File: config.mk
export PLATFORM = sky130hd
export DESIGN_NAME = dtim_arbiter_flat
export DESIGN_NICKNAME = d
export VERILOG_FILES = /design/src/rtl/dtim_arbiter_if.sv /design/src/rtl/dtim_arbiter.sv /design/src/flat_wrapper.sv
export SDC_FILE = /design/constraint.sdc
export NUM_CORES = 1
export LEC_CHECK = 0
export ABC_AREA = 0
export CORE_AREA = 2 2 120 122
export DETAILED_ROUTE_END_ITERATION = 12
export DIE_AREA = 0 0 122 124
export SLEW_MARGIN = 30
export SYNTH_ARGS = -nofsm -noshare
export SYNTH_HDL_FRONTEND = slang
export SYNTH_SLANG_ARGS = --single-unit
File: constraint.sdc
create_clock -name clk -period 1.8 [get_ports clk]
set_clock_uncertainty 0.05 [all_clocks]
set_input_delay 0.54 -clock clk [delete_from_list [all_inputs] [get_ports clk]]
set_output_delay 0.54 -clock clk [all_outputs]
set_load 0.005 [all_outputs]
File: src/rtl/dtim_arbiter_if.sv
// Request/response port of one DTIM master (core data port or DMA/debug).
// The master drives the request side; the arbiter answers with gnt and the response.
interface dtim_arbiter_if;
  logic        req;
  logic [31:0] addr;
  logic [3:0]  wmask;
  logic [31:0] wdata;
  logic        gnt;
  logic        rvalid;
  logic [31:0] rdata;

  modport master (
    output req, addr, wmask, wdata,
    input  gnt, rvalid, rdata
  );

  modport slave (
    input  req, addr, wmask, wdata,
    output gnt, rvalid, rdata
  );
endinterface

File: src/rtl/dtim_arbiter.sv
// Shares the single-port DTIM between m0 (core, fixed priority) and m1 (DMA/debug).
// Optional macro DTIM_ARB_STARVE_EN enables the bounded-wait starvation guard for m1.
module dtim_arbiter #(
  parameter logic [31:0] DTIM_BASE = 32'h8000_0000,
  parameter logic [31:0] DTIM_SIZE = 32'h1000_0000,
  parameter int unsigned MAX_WAIT  = 4
) (
  input  logic          clk,
  input  logic          rst,
  dtim_arbiter_if.slave m0,
  dtim_arbiter_if.slave m1,
  output logic          dtim_valid,
  output logic [31:0]   dtim_addr,
  output logic [3:0]    dtim_wmask,
  output logic [31:0]   dtim_wdata,
  input  logic [31:0]   dtim_rdata
);

  localparam logic [31:0] ERR_DATA = 32'hBAAD_C0DE;

  logic        starve;
  logic        win_m0;
  logic        win_m1;
  logic        any_gnt;
  logic [31:0] sel_addr;
  logic [3:0]  sel_wmask;
  logic [31:0] sel_wdata;
  logic [31:0] offset;
  logic        in_range;
  logic        rsp_vld;
  logic        rsp_owner;
  logic        rsp_err;
  logic [31:0] rsp_data;

`ifdef DTIM_ARB_STARVE_EN
  localparam logic [7:0] WAIT_LIMIT = 8'(MAX_WAIT);
  logic [7:0] wait_cnt;

  assign starve = (wait_cnt == WAIT_LIMIT);

  // Counts consecutive refused m1 cycles; saturates so the guard stays armed until m1 wins.
  always_ff @(posedge clk or posedge rst) begin
    if (rst) begin
      wait_cnt <= 8'd0;
    end else if (m1.req && !m1.gnt) begin
      wait_cnt <= starve ? wait_cnt : wait_cnt + 8'd1;
    end else begin
      wait_cnt <= 8'd0;
    end
  end
`else
  assign starve = 1'b0;
`endif

  // NOTE: every variable written in always_comb gets a value on every path, so no latch is inferred.
  always_comb begin
    win_m1    = m1.req && (starve || !m0.req);
    win_m0    = m0.req && !win_m1;
    sel_addr  = win_m1 ? m1.addr  : m0.addr;
    sel_wmask = win_m1 ? m1.wmask : m0.wmask;
    sel_wdata = win_m1 ? m1.wdata : m0.wdata;
    offset    = sel_addr - DTIM_BASE;
    in_range  = (sel_addr >= DTIM_BASE) && (offset < DTIM_SIZE);
  end

  // Grants are suppressed while reset is held so nothing reaches the macro.
  assign m0.gnt     = !rst && win_m0;
  assign m1.gnt     = !rst && win_m1;
  assign any_gnt    = m0.gnt || m1.gnt;

  assign dtim_valid = any_gnt && in_range;
  assign dtim_addr  = offset;
  assign dtim_wmask = dtim_valid ? sel_wmask : 4'b0000;
  assign dtim_wdata = sel_wdata;

  // NOTE: sequential state uses non-blocking assignments so all registers update together at the edge.
  always_ff @(posedge clk or posedge rst) begin
    if (rst) begin
      rsp_vld   <= 1'b0;
      rsp_owner <= 1'b0;
      rsp_err   <= 1'b0;
    end else begin
      rsp_vld   <= any_gnt;
      rsp_owner <= m1.gnt;
      rsp_err   <= any_gnt && !in_range;
    end
  end

  // Out-of-range grants answer with a poison pattern instead of stale macro data.
  assign rsp_data  = rsp_err ? ERR_DATA : dtim_rdata;
  assign m0.rvalid = rsp_vld && !rsp_owner;
  assign m1.rvalid = rsp_vld && rsp_owner;
  assign m0.rdata  = m0.rvalid ? rsp_data : 32'h0;
  assign m1.rdata  = m1.rvalid ? rsp_data : 32'h0;

endmodule

File: src/flat_wrapper.sv
// flat-port wrapper written by rule: the top's interface ports become plain ports
module dtim_arbiter_flat 
#(
  parameter logic [31:0] DTIM_BASE = 32'h8000_0000,
  parameter logic [31:0] DTIM_SIZE = 32'h1000_0000,
  parameter int unsigned MAX_WAIT  = 4
)
  (clk, rst, dtim_valid, dtim_addr, dtim_wmask, dtim_wdata, dtim_rdata, m0_req, m0_addr, m0_wmask, m0_wdata, m0_gnt, m0_rvalid, m0_rdata, m1_req, m1_addr, m1_wmask, m1_wdata, m1_gnt, m1_rvalid, m1_rdata);
  dtim_arbiter_if m0_i ();
  dtim_arbiter_if m1_i ();
  input  logic clk;
  input  logic rst;
  output logic dtim_valid;
  output logic [31:0] dtim_addr;
  output logic [3:0] dtim_wmask;
  output logic [31:0] dtim_wdata;
  input  logic [31:0] dtim_rdata;
  input wire logic [$bits(m0_i.req)-1:0] m0_req;
  input wire logic [$bits(m0_i.addr)-1:0] m0_addr;
  input wire logic [$bits(m0_i.wmask)-1:0] m0_wmask;
  input wire logic [$bits(m0_i.wdata)-1:0] m0_wdata;
  output wire logic [$bits(m0_i.gnt)-1:0] m0_gnt;
  output wire logic [$bits(m0_i.rvalid)-1:0] m0_rvalid;
  output wire logic [$bits(m0_i.rdata)-1:0] m0_rdata;
  input wire logic [$bits(m1_i.req)-1:0] m1_req;
  input wire logic [$bits(m1_i.addr)-1:0] m1_addr;
  input wire logic [$bits(m1_i.wmask)-1:0] m1_wmask;
  input wire logic [$bits(m1_i.wdata)-1:0] m1_wdata;
  output wire logic [$bits(m1_i.gnt)-1:0] m1_gnt;
  output wire logic [$bits(m1_i.rvalid)-1:0] m1_rvalid;
  output wire logic [$bits(m1_i.rdata)-1:0] m1_rdata;
  assign m0_i.req = m0_req;
  assign m0_i.addr = m0_addr;
  assign m0_i.wmask = m0_wmask;
  assign m0_i.wdata = m0_wdata;
  assign m0_gnt = m0_i.gnt;
  assign m0_rvalid = m0_i.rvalid;
  assign m0_rdata = m0_i.rdata;
  assign m1_i.req = m1_req;
  assign m1_i.addr = m1_addr;
  assign m1_i.wmask = m1_wmask;
  assign m1_i.wdata = m1_wdata;
  assign m1_gnt = m1_i.gnt;
  assign m1_rvalid = m1_i.rvalid;
  assign m1_rdata = m1_i.rdata;
  dtim_arbiter #(.DTIM_BASE(DTIM_BASE), .DTIM_SIZE(DTIM_SIZE), .MAX_WAIT(MAX_WAIT)) u_core (.clk(clk), .rst(rst), .m0(m0_i), .m1(m1_i), .dtim_valid(dtim_valid), .dtim_addr(dtim_addr), .dtim_wmask(dtim_wmask), .dtim_wdata(dtim_wdata), .dtim_rdata(dtim_rdata));
endmodule
==> results.sh, run 1 <==
# implementation run metrics
export IMPL_syn_to_final_growth_pct=342
export IMPL_synth_top_cell_by_area="nand2_1"
export IMPL_arrival_ps=1520
export IMPL_diodes=0
export IMPL_syn_avg_cell_area_um2=4.41
export IMPL_ys_types=17
export IMPL_fin_cells=917
export IMPL_cp_num_buf_inv=6
export IMPL_htree_levels=1
export IMPL_cp_num_cells=9
export IMPL_dp_hpwl_mm=8.82
export IMPL_ys_area_um2=1520
export IMPL_dieArea_um2=15100
export IMPL_yosys_warnings=0
export IMPL_fmax_mhz=473
export IMPL_grt_util_all_layers_pct=16.9
export IMPL_hold_ws_ps=429
export IMPL_fin_nets=910
export IMPL_yosys_register_bits=3
export IMPL_warning_count=28
export IMPL_cpLargestDelayFamily="buffers and inverters"
export IMPL_ir_drop_uv=195
export IMPL_cts_tree="done"
export IMPL_antenna_found_initial=0
export IMPL_fin_area_um2=6700
export IMPL_fp_nets=516
export IMPL_syn_area_um2=1520
export IMPL_hold_class="input pin to asynchronous set/reset pin"
export IMPL_final_min_clock_period_ps=2110
export IMPL_dp_slack_ps=-1060
export IMPL_top_cells_by_count="nand2_1 (192), nor2_1 (83), nand2b_1 (16)"
export IMPL_final_max_slew_viol_count=0
export IMPL_cts_reportedPaths_clkPinSlew_ps=30
export IMPL_finalSetupTns_ps=-19820
export IMPL_drive_gt1_share_pct=59.3
export IMPL_timing_final_crit_share_pct=117
export IMPL_placed_area_um2=4930
export IMPL_syn_inst=344
export IMPL_top_cell_area_share_pct=47.5
export IMPL_grt_ovfl_total=0
export IMPL_maxCapViolCount=0
export IMPL_core_rowCount=43
export IMPL_grt_max_degree=17
export IMPL_finalSetupViolCount=135
export IMPL_crit_path_end_kind="output port"
export IMPL_layout_cells_most_common="clkdlybuf4s50_1"
export IMPL_cts_root_buffer="clkbuf_16"
export IMPL_hold_violations=0
export IMPL_worstMarginPinSlew_ps=283
export IMPL_finalWirelength_mm=14.4
export IMPL_drtAntennaViolNets=0
export IMPL_p_per_area_nw_per_um2=301
export IMPL_vias_per_cell=4.09
export IMPL_fin_ws_ps=-314
export IMPL_cts_made_buffers=3
export IMPL_top_cells_by_area="nand2_1 (47%), nor2_1 (21%), nand2b_1 (6.6%)"
export IMPL_synth_async_sr_flop_share_pct=100
export IMPL_placed_cells=827
export IMPL_run_status="finished, violations left"
export IMPL_crit_path_start_kind="input pin"
export IMPL_path_cells="buf_8, nand2b_4, buf_6, buf_6, buf_6, buf_4, nand2_2, nand2_1, buf_2"
export IMPL_flop_area_um2=77.6
export IMPL_violations="negative setup slack"
export IMPL_edf_count=0
export IMPL_clock_sinks=3
export IMPL_fp_dieH_um=124
export IMPL_leakagePower_nw=3.35
export IMPL_hold_buffers=0
export IMPL_mostFrequentLayoutCells="clkdlybuf4s50_1 (128), buf_2 (111), nand2_1 (108)"
export IMPL_synth_stat_cells=344
export IMPL_vias=3755
export IMPL_crit_required_ps=1210
export IMPL_slew_headroom_pct=81.1
export IMPL_drt_iter0_drc=67
export IMPL_grt_pass1_vias=3676
export IMPL_portBuffers=308
export IMPL_die_width_um=122
export IMPL_wire_per_inst_um=15.7
export IMPL_critPathMaxStageDelay_ps=170
export IMPL_ys_seq_share_pct=4.95
export IMPL_gp_congestion=0.734
export IMPL_comb_area_um2=2220
export IMPL_criticalPathCategory="input pin to output port"
export IMPL_synthMostInstantiatedCell="nand2_1"
export IMPL_fillers=1331
export IMPL_cp_max_fo=6
export IMPL_crit_slowest_cell="nand2b_4"
export IMPL_drtPass1Iterations=4
export IMPL_grt_pass1_wl_mm=19.9
export IMPL_io_pins=309
export IMPL_p_total_mw=2.02
export IMPL_crit_top_cell="buf_6"
export IMPL_rsz0062_at_grt="yes"
export IMPL_drcViolationCount=0
export IMPL_cts_max_path_buffers=2
run 1: final cells by class:
class,instances,share of cell area (%)
sequential,3,1.16
inverter,4,0.224
multi-input combinational,311,33.1
timing repair buffer,415,61.0
tap,180,3.36
clock buffer,4,1.18
run 1: metal layers:
layer  wire (um)  share of wire (%)  GRT usage [%]  vias to the layer above
met1        5080                 35           18.3                     1712
met2        7830                 54           33.8                      200
met3        1280                8.9           3.89                       12
met5           0                  0              0                        -
li1            -                  -              -                     1831
met4         187                1.3           2.44                        0
run 1: timing repair:
action / CTS / global route
hold endpoints to repair: 0 / 0
setup endpoints to repair: 137 / 136
pin swaps: 111 / 75
gates cloned: 17 / 2
buffers inserted: 63 / 14
resized: 809 / 196
run 1: worst max path at each step:
stage | from | end | slack [ps]
6_report | m0_req | dtim_addr[25] | -310
5_1_grt | m1_addr[29] | dtim_wmask[0] | -350
3_5_place_dp | m1_addr[30] | dtim_wmask[0] | -1060
4_1_cts | m1_req | dtim_wmask[2] | -330
2_1_floorplan | m0_req | dtim_addr[12] | 60
3_3_place_gp | m1_addr[30] | dtim_wmask[0] | -1080
run 1: kinds of logic (layout without fill, tap and decap cells):
logic type / after synthesis / in the layout / share of synthesized area [%]
AND/OR/NAND/NOR: 304 / 304 / 81.6
buffers and inverters: 30 / 423 / 10.6
AND-OR/OR-AND: 6 / 6 / 2.14
flip-flops: 3 / 3 / 4.95
multiplexers: 1 / 1 / 0.660
run 1: sequential cells by signal, indices dropped and copies added, names as in the netlist:
| signal | flops |
|---|---|
| u_core.rsp_err | 1 |
| u_core.rsp_owner | 1 |
| u_core.rsp_vld | 1 |
run 1: report_power, final:
group	total, mW	switching (mW)	leakage (nW)	internal [mW]
Sequential	0.0767	0.00437	0.0354	0.0723
Combinational	1.59	0.628	3.28	0.960
Clock	0.352	0.0594	0.0382	0.292
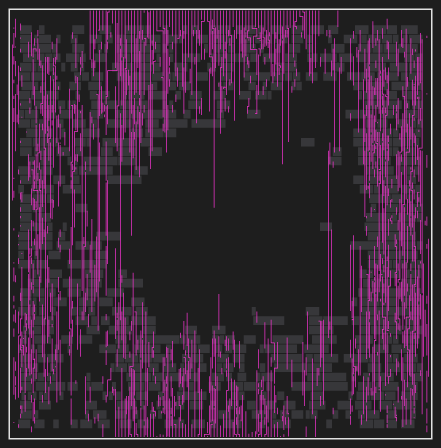
Run 1: met2 routing
- longest straight run: 68.3 um
- main direction: vertical
- share of all routed wire: 54%
- nets with wire on the layer: 803

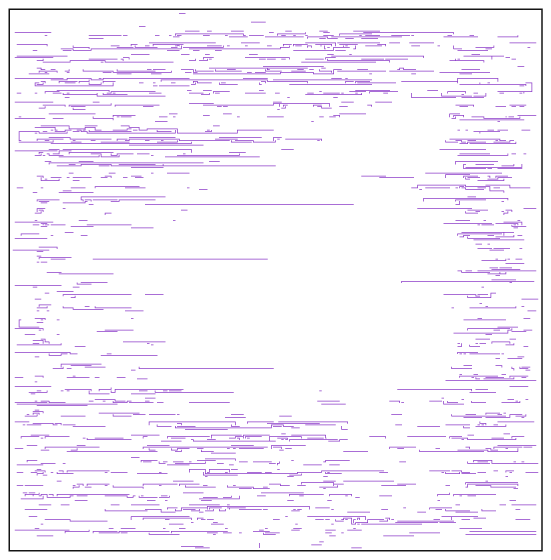
Run 1: metal 1
- nets with wire on the layer: 738
- main direction: horizontal
- wire length on this layer: 5080 um

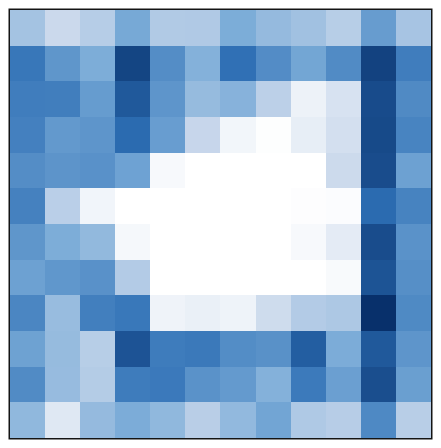
Run 1: placement density heat map
12 x 12 tiles, from white (low) to dark blue (high), 0 to 100% covered.
- emptiest ninth of the die: middle
- nearly empty tiles: 15%
- tiles over 75% full: 10%
- mean over tiles: 43%
- fullest tile: 100%
Pre-Place Util: 11.1%
core area: 13700 um2
Finished Core Util: 48.9%

Run 1, logic cells by family:
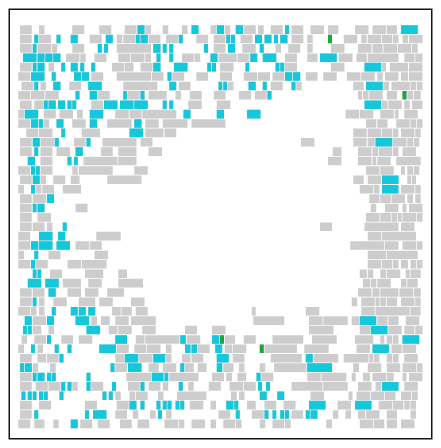

--- run 2 (diff from run 1) ---
- CTS_BUF_LIST: not set -> sky130_fd_sc_hd__clkbuf_4
- CTS_CLUSTER_DIAMETER: not set -> 60
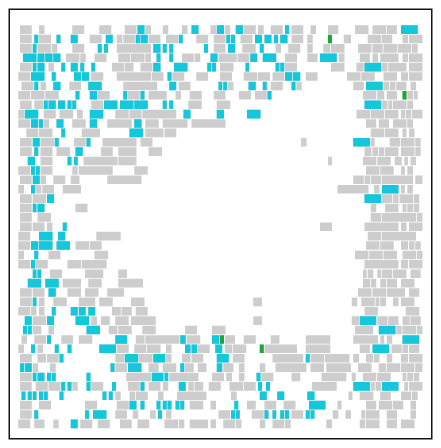
Run 2: logic cells by family
- green: inverters (cells 4; most used inv_1)
- cyan: NAND gates (cells 216; most used nand2_1; where widely spread)

==> run 2 against run 1 <==
  * The flow still finishes with violations (negative setup slack)
  * Non-clock buffer count shrank 10
  * Worst setup slack worse by 10 ps
  * Global-route usage hardly changed
  * Synthesized area is the same
  * Worst hold slack worse by 19 ps
  * Final area is 4.1% lower
  * Synthesized cell count unchanged
  * Largest power group unchanged
==> results.sh, run 2 <==
# implementation run metrics
export IMPL_dieArea_um2=15100
export IMPL_ys_types=17
export IMPL_cts_tree="done"
export IMPL_die_width_um=122
export IMPL_cts_reportedPaths_clkPinSlew_ps=40
export IMPL_placed_area_um2=4930
export IMPL_vias=3675
export IMPL_synth_stat_cells=344
export IMPL_mostFrequentLayoutCells="clkdlybuf4s50_1 (128), buf_2 (115), nand2_1 (110)"
export IMPL_worstMarginPinSlew_ps=282
export IMPL_hold_violations=0
export IMPL_drtPass1Iterations=4
export IMPL_fp_dieH_um=124
export IMPL_fmax_mhz=471
export IMPL_path_cells="buf_8, nand2b_4, buf_6, buf_6, buf_6, buf_4, nand2_2, nand2_1, buf_2"
export IMPL_finalSetupViolCount=133
export IMPL_grt_ovfl_total=0
export IMPL_grt_max_degree=17
export IMPL_reg_largest_list="u_core.rsp_err (1), u_core.rsp_owner (1), u_core.rsp_vld (1)"
export IMPL_syn_avg_cell_area_um2=4.41
export IMPL_ys_seq_share_pct=4.95
export IMPL_ir_drop_uv=110
export IMPL_p_per_area_nw_per_um2=275
export IMPL_grt_pass1_vias=3660
export IMPL_initCoreUtil_pct=11.1
export IMPL_dp_hpwl_mm=8.82
export IMPL_drtAntennaViolNets=0
export IMPL_fp_nets=516
export IMPL_top_cells_by_area="nand2_1 (47%), nor2_1 (21%), nand2b_1 (6.6%)"
export IMPL_core_rowCount=43
export IMPL_hold_buffers=0
export IMPL_violations="negative setup slack"
export IMPL_drcViolationCount=0
export IMPL_core_um2=13700
export IMPL_portBuffers=308
export IMPL_criticalPathCategory="input pin to output port"
export IMPL_final_max_slew_viol_count=0
export IMPL_cp_num_cells=9
export IMPL_critPathMaxStageDelay_ps=170
export IMPL_leakagePower_nw=3.26
export IMPL_wire_per_inst_um=15.6
export IMPL_yosys_register_bits=3
export IMPL_crit_path_start_kind="input pin"
export IMPL_crit_top_cell="buf_6"
export IMPL_vias_per_cell=4.05
export IMPL_fin_ws_ps=-324
export IMPL_cts_made_buffers=3
export IMPL_cpLargestDelayFamily="buffers and inverters"
export IMPL_clock_sinks=3
export IMPL_grt_pass1_wl_mm=19.7
export IMPL_finalWirelength_mm=14.2
export IMPL_syn_to_final_growth_pct=324
export IMPL_synth_async_sr_flop_share_pct=100
export IMPL_cts_root_buffer="clkbuf_4"
export IMPL_warning_count=28
export IMPL_crit_slowest_cell="nand2b_4"
export IMPL_cts_max_path_buffers=2
export IMPL_synth_top_cell_by_area="nand2_1"
export IMPL_yosys_warnings=0
export IMPL_fin_nets=900
export IMPL_fin_area_um2=6430
export IMPL_run_status="finished, violations left"
export IMPL_top_cell_area_share_pct=47.5
export IMPL_crit_path_end_kind="output port"
export IMPL_ys_area_um2=1520
export IMPL_post_route_util_pct=46.9
-- run 2: cell counts after synthesis --
Identical to the previous run, type by type.
-- run 2: per-stage QoR --
step                setup slack [ps]  setup TNS, ps
floorplan                       57.3              0
finish                          -324         -18970
global placement               -1080         -97910
CTS                             -330         -22320
global route                    -351         -24800
detailed placement             -1060         -98910
-- run 2: logic make-up (layout without fill, tap and decap cells) --
family	after synthesis	count (layout)	share of synthesized area (%)
DFF	3	3	4.95
AOI/OAI and AO/OA	6	6	2.14
and+or+nand+nor	304	304	81.6
muxes	1	1	0.660
buffers and inverters	30	413	10.6
-- run 2: power by group --
part           internal [mW]  switching (mW)  leakage, nW  total, mW
Combinational          0.942           0.614         3.20       1.56
Sequential            0.0721         0.00435       0.0369     0.0764
Clock                 0.0981          0.0356       0.0184      0.134
Total                   1.11           0.654         3.26       1.77
-- run 2: area by class of cell --
cell class,count,area [um2]
fill,1360,7290
multi-input combinational,311,2150
sequential,3,76.3
clock buffer,4,30.0
tap,180,225
timing repair buffer,405,3940
inverter,4,15.0
-- run 2: metal layers --
metal	part of all wire (%)	vias up	GRT usage, %	wire, um
met5	0	-	0	0
met4	0.33	0	2.59	47
met3	8.8	4	3.43	1250
met2	56	188	34.3	7910
met1	35	1672	18.1	4980
li1	-	1811	-	-
-- run 2: path summary, 6_finish.rpt --
kind / start / endpoint / slack [ps]
hold / removal: rst / u_core.rsp_err / 410
max in group asynchronous: rst / u_core.rsp_err / 1150
setup / recovery: m0_req / dtim_addr[28] / -320
min in group clk: rst / u_core.rsp_owner / 720
-- run 2: what timing repair did --
item | in CTS | in global routing
pin swaps | 109 | 63
gates resized | 815 | 156
cloned | 17 | 2
setup endpoints to repair | 137 | 136
setup buffers | 59 | 7
Run 2, met2 routing:
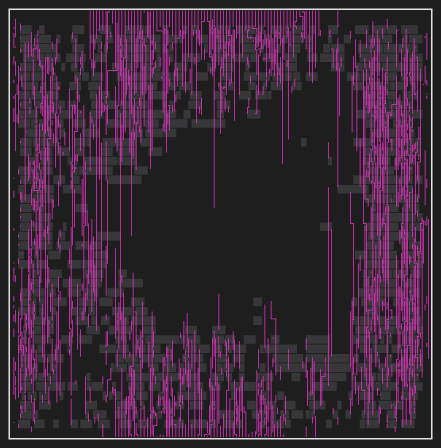

--- run 3 (diff from run 2) ---
- SETUP_SLACK_MARGIN: not set -> 0.02
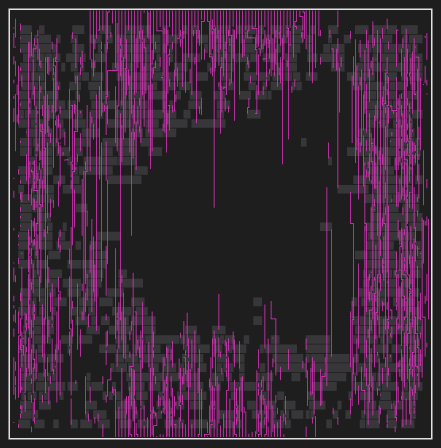
Run 3: met2 routing
- nets with wire on the layer: 780
- longest straight run: 68.3 um

==> run 3 against run 2 <==
  * The run still ends with negative setup slack left
  * Power is essentially flat
  * Die area is the same
  * Non-clock buffer count is the same
  * Largest cell class unchanged
  * Largest power group unchanged
  * Highest routed layer unchanged
==> results.sh, run 3 <==
# implementation run metrics
export IMPL_ys_types=17
export IMPL_fp_dieH_um=124
export IMPL_cp_max_fo=6
export IMPL_io_pins=309
export IMPL_portBuffers=308
export IMPL_edf_count=0
export IMPL_initCoreUtil_pct=11.1
export IMPL_fin_area_um2=6420
export IMPL_reg_largest_list="u_core.rsp_err (1), u_core.rsp_owner (1), u_core.rsp_vld (1)"
export IMPL_finalSetupViolCount=133
export IMPL_layout_cells_most_common="clkdlybuf4s50_1"
export IMPL_violations="negative setup slack"
export IMPL_antenna_found_initial=0
export IMPL_mostFrequentLayoutCells="clkdlybuf4s50_1 (128), buf_2 (116), nand2_1 (110)"
export IMPL_synth_stat_cells=344
export IMPL_fin_cells=907
export IMPL_crit_path_start_kind="input pin"
export IMPL_fin_nets=900
export IMPL_worstMarginPinSlew_ps=282
export IMPL_final_max_slew_viol_count=0
export IMPL_hold_ws_ps=274
export IMPL_run_status="finished, violations left"
export IMPL_placed_area_um2=4930
export IMPL_syn_area_um2=1520
export IMPL_dp_slack_ps=-1060
export IMPL_core_rowCount=43
export IMPL_fmax_mhz=471
export IMPL_top_cell_area_share_pct=47.5
export IMPL_met2_usage_pct=34.3
export IMPL_htree_levels=1
export IMPL_dieArea_um2=15100
export IMPL_grt_util_all_layers_pct=16.9
export IMPL_yosys_register_bits=3
export IMPL_ir_drop_uv=110
export IMPL_maxCapViolCount=0
export IMPL_cts_tree="done"
export IMPL_cts_reportedPaths_clkPinSlew_ps=40
export IMPL_p_per_area_nw_per_um2=275
export IMPL_grt_busiest_layer="met2"
export IMPL_drtAntennaViolNets=0
export IMPL_final_min_clock_period_ps=2120
export IMPL_grt_max_degree=17
export IMPL_drcViolationCount=0
export IMPL_cts_root_buffer="clkbuf_4"
export IMPL_rsz0062_at_grt="yes"
export IMPL_drive_gt1_share_pct=57.9
export IMPL_vias=3679
export IMPL_timing_final_crit_share_pct=118
export IMPL_wire_per_inst_um=15.7
export IMPL_syn_inst=344
export IMPL_ys_seq_share_pct=4.95
export IMPL_warning_count=28
export IMPL_grt_pass1_vias=3658
export IMPL_diodes=0
export IMPL_slew_headroom_pct=81.1
export IMPL_vias_per_cell=4.06
export IMPL_clock_sinks=3
export IMPL_yosys_warnings=0
export IMPL_drt_iter0_drc=58
export IMPL_core_um2=13700
export IMPL_ys_area_um2=1520
export IMPL_fin_ws_ps=-324
export IMPL_placed_cells=827
export IMPL_crit_required_ps=1210
export IMPL_top_cells_by_area="nand2_1 (47%), nor2_1 (21%), nand2b_1 (6.6%)"
export IMPL_p_total_mw=1.77
export IMPL_syn_avg_cell_area_um2=4.41
export IMPL_crit_path_end_kind="output port"
export IMPL_dp_hpwl_mm=8.82
export IMPL_finalWirelength_mm=14.2
export IMPL_synthMostInstantiatedCell="nand2_1"
export IMPL_fp_nets=516
export IMPL_finalSetupTns_ps=-18950
export IMPL_drtPass1Iterations=4
export IMPL_criticalPathCategory="input pin to output port"
export IMPL_synth_top_cell_by_area="nand2_1"
export IMPL_arrival_ps=1530
export IMPL_cts_max_path_buffers=2
export IMPL_die_width_um=122
export IMPL_grtUsageMet1_pct=18.1
export IMPL_synth_async_sr_flop_share_pct=100
export IMPL_grt_pass1_wl_mm=19.7
export IMPL_leakagePower_nw=3.26
export IMPL_top_cells_by_count="nand2_1 (192), nor2_1 (83), nand2b_1 (16)"
export IMPL_hold_class="input pin to asynchronous set/reset pin"
export IMPL_gp_congestion=0.734
==> run 3: worst max-delay path by stage <==
stage | start | to | slack, ps | depth (start not counted)
after floorplan | m0_req | dtim_addr[12] | 60 | 6
after detailed placement | m1_addr[30] | dtim_wmask[0] | -1060 | 6
after global placement | m1_addr[30] | dtim_wmask[0] | -1080 | 6
after CTS | m1_req | dtim_wmask[2] | -330 | 9
after global routing | m0_req | dtim_addr[28] | -350 | 9
final | m0_req | dtim_addr[28] | -320 | 9
==> run 3: logic make-up after synthesis <==
family | count (synthesis) | share of synthesized area [%]
and+or+nand+nor | 304 | 81.6
buffers and inverters | 30 | 10.6
AOI/OAI and AO/OA | 6 | 2.14
DFF | 3 | 4.95
muxes | 1 | 0.660
==> run 3: repair_timing <==
action,4_1_cts,5_1_grt
cloned,17,2
pin swaps,110,66
endpoints found under the setup margin,137,136
buffers inserted,59,7
gates resized,816,156
hold buffers,0,0
==> run 3: routing by layer <==
layer / routed length, um / share of wire, %
met5: 0 / 0
met4: 47 / 0.33
met3: 1240 / 8.8
met2: 7920 / 56
met1: 5000 / 35
==> run 3: area by class of cell <==
cell class,count,area [um2]
sequential,3,76.3
tap,180,225
fill,1364,7300
multi-input combinational,311,2150
inverter,4,15.0
timing repair buffer,405,3930
clock buffer,4,30.0
==> run 3: power breakdown <==
group	switching (mW)	internal, mW
sequential	0.00435	0.0721
combinational	0.614	0.941
clock	0.0356	0.0981
total	0.654	1.11
==> run 3: worst max-delay path, stage by stage <==
cell and delay [ps]:
buf_8 100, nand2b_4 170, buf_6 130, buf_6 120
buf_6 130, buf_4 130, nand2_2 40, nand2_1 40
buf_2 120
Power is estimated from default activity; no workload was simulated.
